Run 1, metal 3:
(4 px per um)
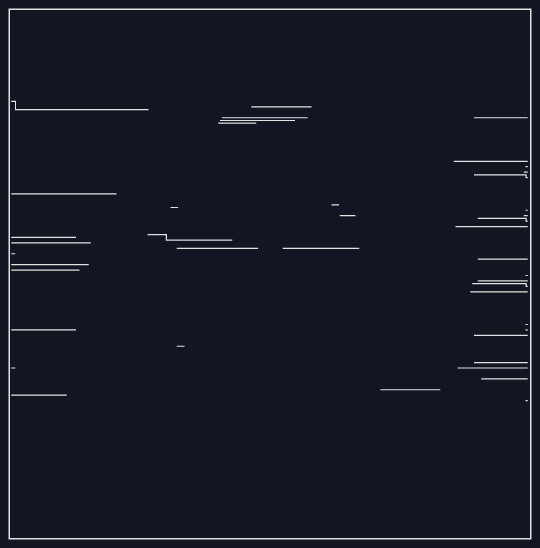
Run 1, metal layers overlaid:
(2 px per um)
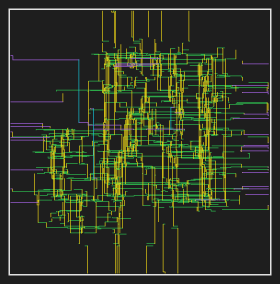
Run 1, logic cells by family:
(2 px per um)
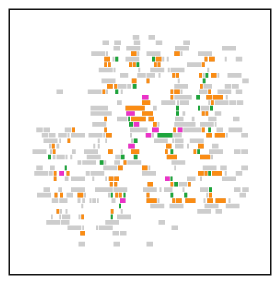
Run 1, clock wiring as the flow saved it:
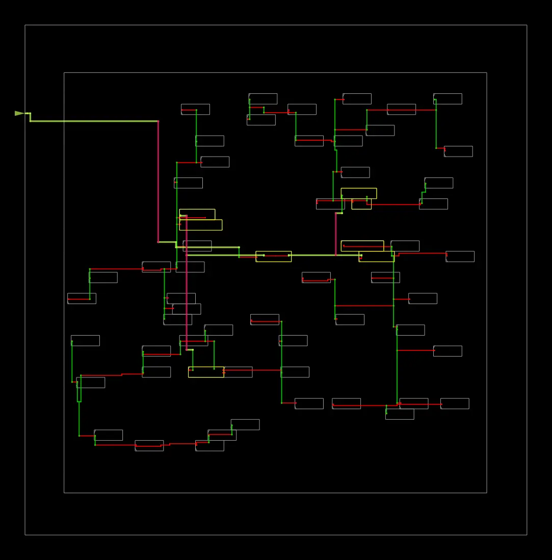
==> config.mk <==
export PLATFORM = sky130hd
export DESIGN_NAME = fc_argmax_ctrl
export DESIGN_NICKNAME = d
export VERILOG_FILES = /design/src/rtl/fc_argmax_ctrl.sv
export SDC_FILE = /design/constraint.sdc
export NUM_CORES = 1
export LEC_CHECK = 0
export CAP_MARGIN = 20
export CORE_AREA = 10 10 120 122
export CTS_CLUSTER_SIZE = 8
export DETAILED_ROUTE_END_ITERATION = 16
export DIE_AREA = 0 0 130 132
export GPL_TIMING_DRIVEN = 0
export PLACE_DENSITY_LB_ADDON = 0.12
export SLEW_MARGIN = 10
export SYNTH_ARGS = -nofsm -noshare
export SYNTH_HDL_FRONTEND = slang
export SYNTH_SLANG_ARGS = --single-unit
==> constraint.sdc <==
create_clock -name clk -period 3.6 [get_ports clk]
set_input_delay 0.9 -clock clk [delete_from_list [all_inputs] [get_ports clk]]
set_output_delay 0.9 -clock clk [all_outputs]
set_load 0.02 [all_outputs]
==> flow_summary.toml, run 1 <==
# synthesis and place-and-route metrics
[synth]
yosysUniqueCellTypes = 47
synth_area_mm2 = 0.00271
ys_sh_adder_pct = 9.70
ys_top_cells_by_count = "dfxtp_1 (54), a21oi_1 (35), nor2_1 (35)"
yosys_cells = 300
synthAoiAreaFrac_pct = 28.2
edf_count = 0
syn_avg_cell_area_um2 = 9.03
yosys.area_share.xor_xnor_pct = 0
yosysTopAreaCell = "dfxtp_1"
simple_gate_area_share_pct = 16.0
yosysWarnings = 0
yosys.stat.seqShare_pct = 39.9
top_cells_by_area = "dfxtp_1 (40%), ha_1 (9.7%), a21oi_1 (6.5%)"
top_cell = "dfxtp_1"
ys_area_mm2 = 0.00271
flop_cell = "dfxtp_1"
mux_share_pct = 0.370
ys.flops = 54
syn_nets = 340
netlist_instances = 300

[pwr]
power_w = 0.00179
power_frac_comb_pct = 26.4
switching_share_pct = 30.5
pg_seq_w = 0.000676
clkPwrFrac_pct = 35.9
switchingPower_w = 0.000547
p_per_area_mw_per_mm2 = 506
seq_power_share_pct = 37.7
power.group.top = "sequential cells"

[clock_tree]
root_buffer = "clkbuf_16"
cts_tree = "built"
insertion_delay_ps = 300
ctsResizeCount = 1
clockBufferDepth = 2
htree_num_levels = 2
cts-hold-fix-buffers = 0
clk_pin_slew_ps = 70

[setup_path]
slowest_stage = "o41ai_2"
crit_chain = "clkdlybuf4s50_1, ha_1, nand4_4, o41ai_2, nand2_2, a31oi_4, o21ai_0, a311oi_1"
cp.required_ps = 3780
cp_num_cells = 8
cp_max_fo = 10
cp.arrival_ps = 3590
setup.worst_path.class = "input port to flop"
cp-end-kind = "flop"
max_stage_delay_ps = 590
reg2regPathDepth = 8
worst_setup_path_start_kind = "input port"
cp_num_buf_inv = 1

[job]
drv_cap = 0
warning_count = 29

[final_timing]
max_slew_margin_pct = 47.0
min_period_over_period_pct = 94.6
rsz0062_at_grt = "no"
final-max-slew-violation-count = 0
hold_slack_ps = 464
finalHoldViolCount = 0
period_needed_ps = 3410
clock.fmax_ghz = 0.293
worstMarginPinSlew_ps = 795
setup_violations = 0
clock_skew_ps = 9.84

[floorplan]
fp_util_pct = 22.7
row_count = 40
die_h_um = 132
taps = 147
die-area_mm2 = 0.0172
dieWidth_um = 130
io_pins = 46

[routing]
drcViolationCount = 0
drt_iter0_markers = 139
vias_per_cell = 4.73
drtPass1Iterations = 4

[finish]
layout.nets = 391
largest_cell_class = "logic gates"
layout.nonclk_buf_share_pct = 14.5
seqCellArea_mm2 = 0.00108
sh_seq_area_pct = 30.5
layout_top_cells = "dfxtp_1 (54), clkdlybuf4s50_1 (44), nor2_1 (35)"
drive_gt1_share_pct = 12.8
n_all_inverters = 22
areaGrowthSynthToFinish_pct = 31.0
logic_gates = 209
clkbuf_count = 6
clock_cell_area_share_pct = 5.61
fillCellCount = 1286

[global_route]
grt_max_degree = 17
grt_pass1_vias = 2376
grt_overflow_total = 0
antenna_found_initial = 0

[place]
dpl.cell_count = 491
gp_congestion = 0.753
portBuffers = 44

[outcome]
status = "finished, final reports clean"

[hold_path]
hold_depth = 2
## Picture notes: 'metal 3'
37 nets have wire on it. The wires run mostly horizontal. The layer holds 6.2% of the routed length.
vias: 2360
M3 GR Usage: 2.90%
WL final: 8000 um

## Picture notes: 'metal layers overlaid'
Green stands for met1, wire length 3920 um. Cyan stands for met4, wire length 76.8 um. Purple stands for met3, wire length 498 um. Yellow stands for met2, wire length 3510 um.
wire length per cell: 16.0 um
Tot GR Track Use: 9.55%

## Picture notes: 'logic cells by family'
Orange stands for inverting AOI/OAI gates, cells 90. Green stands for NAND gates, cells 34. Magenta stands for AND-OR and OR-AND gates, cells 10, where center.
Non-Filler Instances: 499
fraction of area in multi-input gates: 41.9%
most frequent logic cell in the layout: dfxtp_1

## Picture notes: 'clock wiring as the flow saved it'
CTS sink cnt: 54
sequential cell count: 54
CTS Buf Count: 5
Clk. pwr: 0.000644 W

[run 1: stage by stage]
| step | util [%] | area [um^2] | setup TNS, ps | setup slack, ps |
|---|---|---|---|---|
| 2_1_floorplan | - | 2710 | 0 | 698 |
| 3_3_place_gp | 28.0 | 3330 | -6340 | -334 |
| 3_5_place_dp | 28.0 | 3330 | -6400 | -335 |
| 4_1_cts | 29.7 | 3540 | 0 | 216 |
| 5_1_grt | 29.8 | 3550 | 0 | 13.2 |
| 6_report | 29.8 | 3550 | 0 | 193 |
[run 1: metal layers]
| metal | routed length, um | part of all wire, % | GRT usage [%] |
|---|---|---|---|
| met1 | 3920 | 49 | 12.8 |
| met2 | 3510 | 44 | 14.3 |
| met3 | 497 | 6.2 | 2.90 |
| met4 | 76 | 0.95 | 2.69 |
| met5 | 0 | 0 | 0 |
Run 1, clock network drawn from the DEF:
(4 px per um)
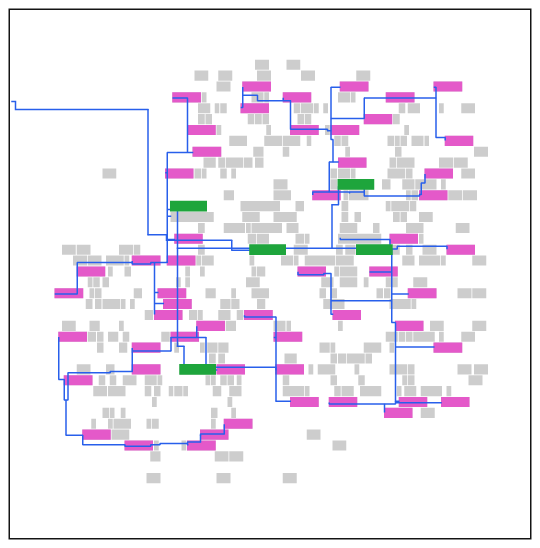

==> inputs of run 2 (changes only) <==
--- a/config.mk
+++ b/config.mk
@@ -6,6 +6,8 @@
 export NUM_CORES = 1
 export LEC_CHECK = 0
 export CAP_MARGIN = 20
+export CELL_PAD_IN_SITES_DETAIL_PLACEMENT = 1
+export CELL_PAD_IN_SITES_GLOBAL_PLACEMENT = 2
 export CORE_AREA = 10 10 120 122
 export CTS_CLUSTER_SIZE = 8
 export DETAILED_ROUTE_END_ITERATION = 16
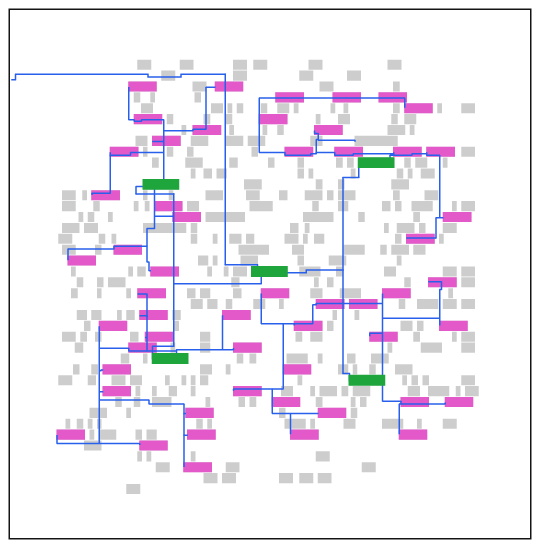
Run 2: clock network drawn from the DEF
(4 px per um)
Blue stands for clock wires, length 913 um. Magenta stands for flip-flops, count 54. Green stands for cells driving clock nets, count 5.
There are 6 routed clock nets.
Clock power frac: 36.1%
Clk. pwr: 0.000653 W
clk_skew: 5.43 ps

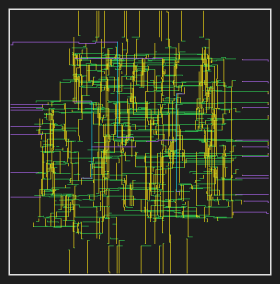
Run 2: metal layers overlaid
(2 px per um)
wire length per cell: 17.0 um
WL final: 8480 um
Tot GR Track Use: 10.2%
vias: 2372

==> run 2 against run 1 <==
- power rose by 0.75%
- worst setup slack improved by 20 ps
- register-to-register slack improved by 20 ps
- sequential cell count did not move
- sequential share of layout area barely moved
- clock skew fell by 4.4 ps
- wire length rose by 6.0%
- combinational power rose by 1%
- die area did not move
- critical endpoint is now class_score[12]
- largest power group unchanged
==> flow_summary.toml, run 2 <==
# synthesis and place-and-route metrics
[clock_tree]
clk_pin_slew_ps = 70
cts_tree = "built"
root_buffer = "clkbuf_16"
clockBufferDepth = 2
insertion_delay_ps = 300
htree_num_levels = 2
cts-hold-fix-buffers = 0
cts-buffers-inserted = 5
cts.sinks = 54

[finish]
flops = 54
layout.nets = 391
postLayoutCoreUtil_pct = 29.8
clkbuf_count = 6
postLayoutCellArea_mm2 = 0.00354
fillCellCount = 1400
sh_seq_area_pct = 30.5
n_all_inverters = 22
clock_cell_area_share_pct = 5.61
comb_share_pct = 41.9
stdcell_count = 499
seqCellArea_mm2 = 0.00108
layout_top_cells = "dfxtp_1 (54), clkdlybuf4s50_1 (44), a21oi_1 (35), nor2_1 (35), inv_1 (22)"
logic_gates = 209
areaGrowthSynthToFinish_pct = 30.9
layout.nonclk_buf_share_pct = 14.5

[setup_path]
slowest_stage = "clkdlybuf4s50_1"
cp_max_fo = 10
cp-end-kind = "flop"
crit_chain = "clkdlybuf4s50_1, ha_2, nand4_4, or2_1, a211oi_2, o41a_2, buf_2, nand3_1, a311oi_2"
setup.worst_path.class = "input port to flop"
cp_num_cells = 9
max_stage_delay_ps = 460
reg2regPathDepth = 9

[final_timing]
rsz0062_at_grt = "no"
max_slew_margin_pct = 47.5
tns_ps = 0
final-max-slew-violation-count = 0
setup_violations = 0
period_needed_ps = 3390
clock.fmax_ghz = 0.295
hold_slack_ps = 462
fin_ws_ps = 213
min_period_over_period_pct = 94.1
worstMarginPinSlew_ps = 788

[routing]
top_layer = "met4"
wl_met3_um = 437
vias_per_cell = 4.75
drt_iter0_markers = 84
wl_met1_um = 3850
wl_met2_um = 4060
drcViolationCount = 0

[pwr]
power_frac_comb_pct = 26.5
seq_power_share_pct = 37.4
power.group.top = "sequential cells"
p_per_area_mw_per_mm2 = 510
switchingPower_w = 0.000559
pg_seq_w = 0.000676
switching_share_pct = 31.0

[place]
gp_congestion = 0.742
dpl-instance-area_mm2 = 0.00333
dpl.cell_count = 491
place_ws_ps = -422

[synth]
mux_share_pct = 0.370
top_cells_by_area = "dfxtp_1 (40%), ha_1 (9.7%), a21oi_1 (6.5%)"
yosys_cells = 300
synthAoiAreaFrac_pct = 28.2
flop_cell = "dfxtp_1"
syn_nets = 340
syn_avg_cell_area_um2 = 9.03
synth_area_mm2 = 0.00271
yosysWarnings = 0
edf_count = 0
ys.flops = 54
yosys.stat.seqShare_pct = 39.9
yosysTopAreaCell = "dfxtp_1"
netlist_instances = 300
yosysUniqueCellTypes = 47
ys_area_mm2 = 0.00271
simple_gate_area_share_pct = 16.0
ys_sh_adder_pct = 9.70
top_cell = "dfxtp_1"

[floorplan]
row_count = 40
fp_util_pct = 22.7
die-area_mm2 = 0.0172
io_pins = 46
taps = 147
die_h_um = 132

[job]
warning_count = 29
drv_cap = 0

[hold_path]
hold_depth = 2

[outcome]
status = "finished, final reports clean"

[global_route]
antenna_found_initial = 0
grt_max_degree = 17
grt_overflow_total = 0
grt_pass1_vias = 2557
## run 2: cell types whose count changed in the layout (fill, tap and decap cells not counted)
cell,change
a21oi_1,+1
a21oi_2,-1
ha_1,-1
ha_2,+1
## run 2: metal layers
| layer | GRT usage, % | up-vias |
|---|---|---|
| li1 | - | 1198 |
| met3 | 2.94 | 8 |
| met1 | 12.2 | 1132 |
| met2 | 16.8 | 34 |
| met5 | 0 | - |
| met4 | 3.94 | 0 |
## run 2: repair_timing
item | in CTS | in global routing
gates cloned | 0 | 0
resized | 1 | 1
pin swaps | 0 | 1
endpoints found under the setup margin | 25 | 6
## run 2: worst min-delay path: stages, from the launching register on
cell,delay (ps)
dfxtp_1,320
nand2_1,50
a21oi_1,50
No activity file was given, so power comes from the tool's default toggle rates.
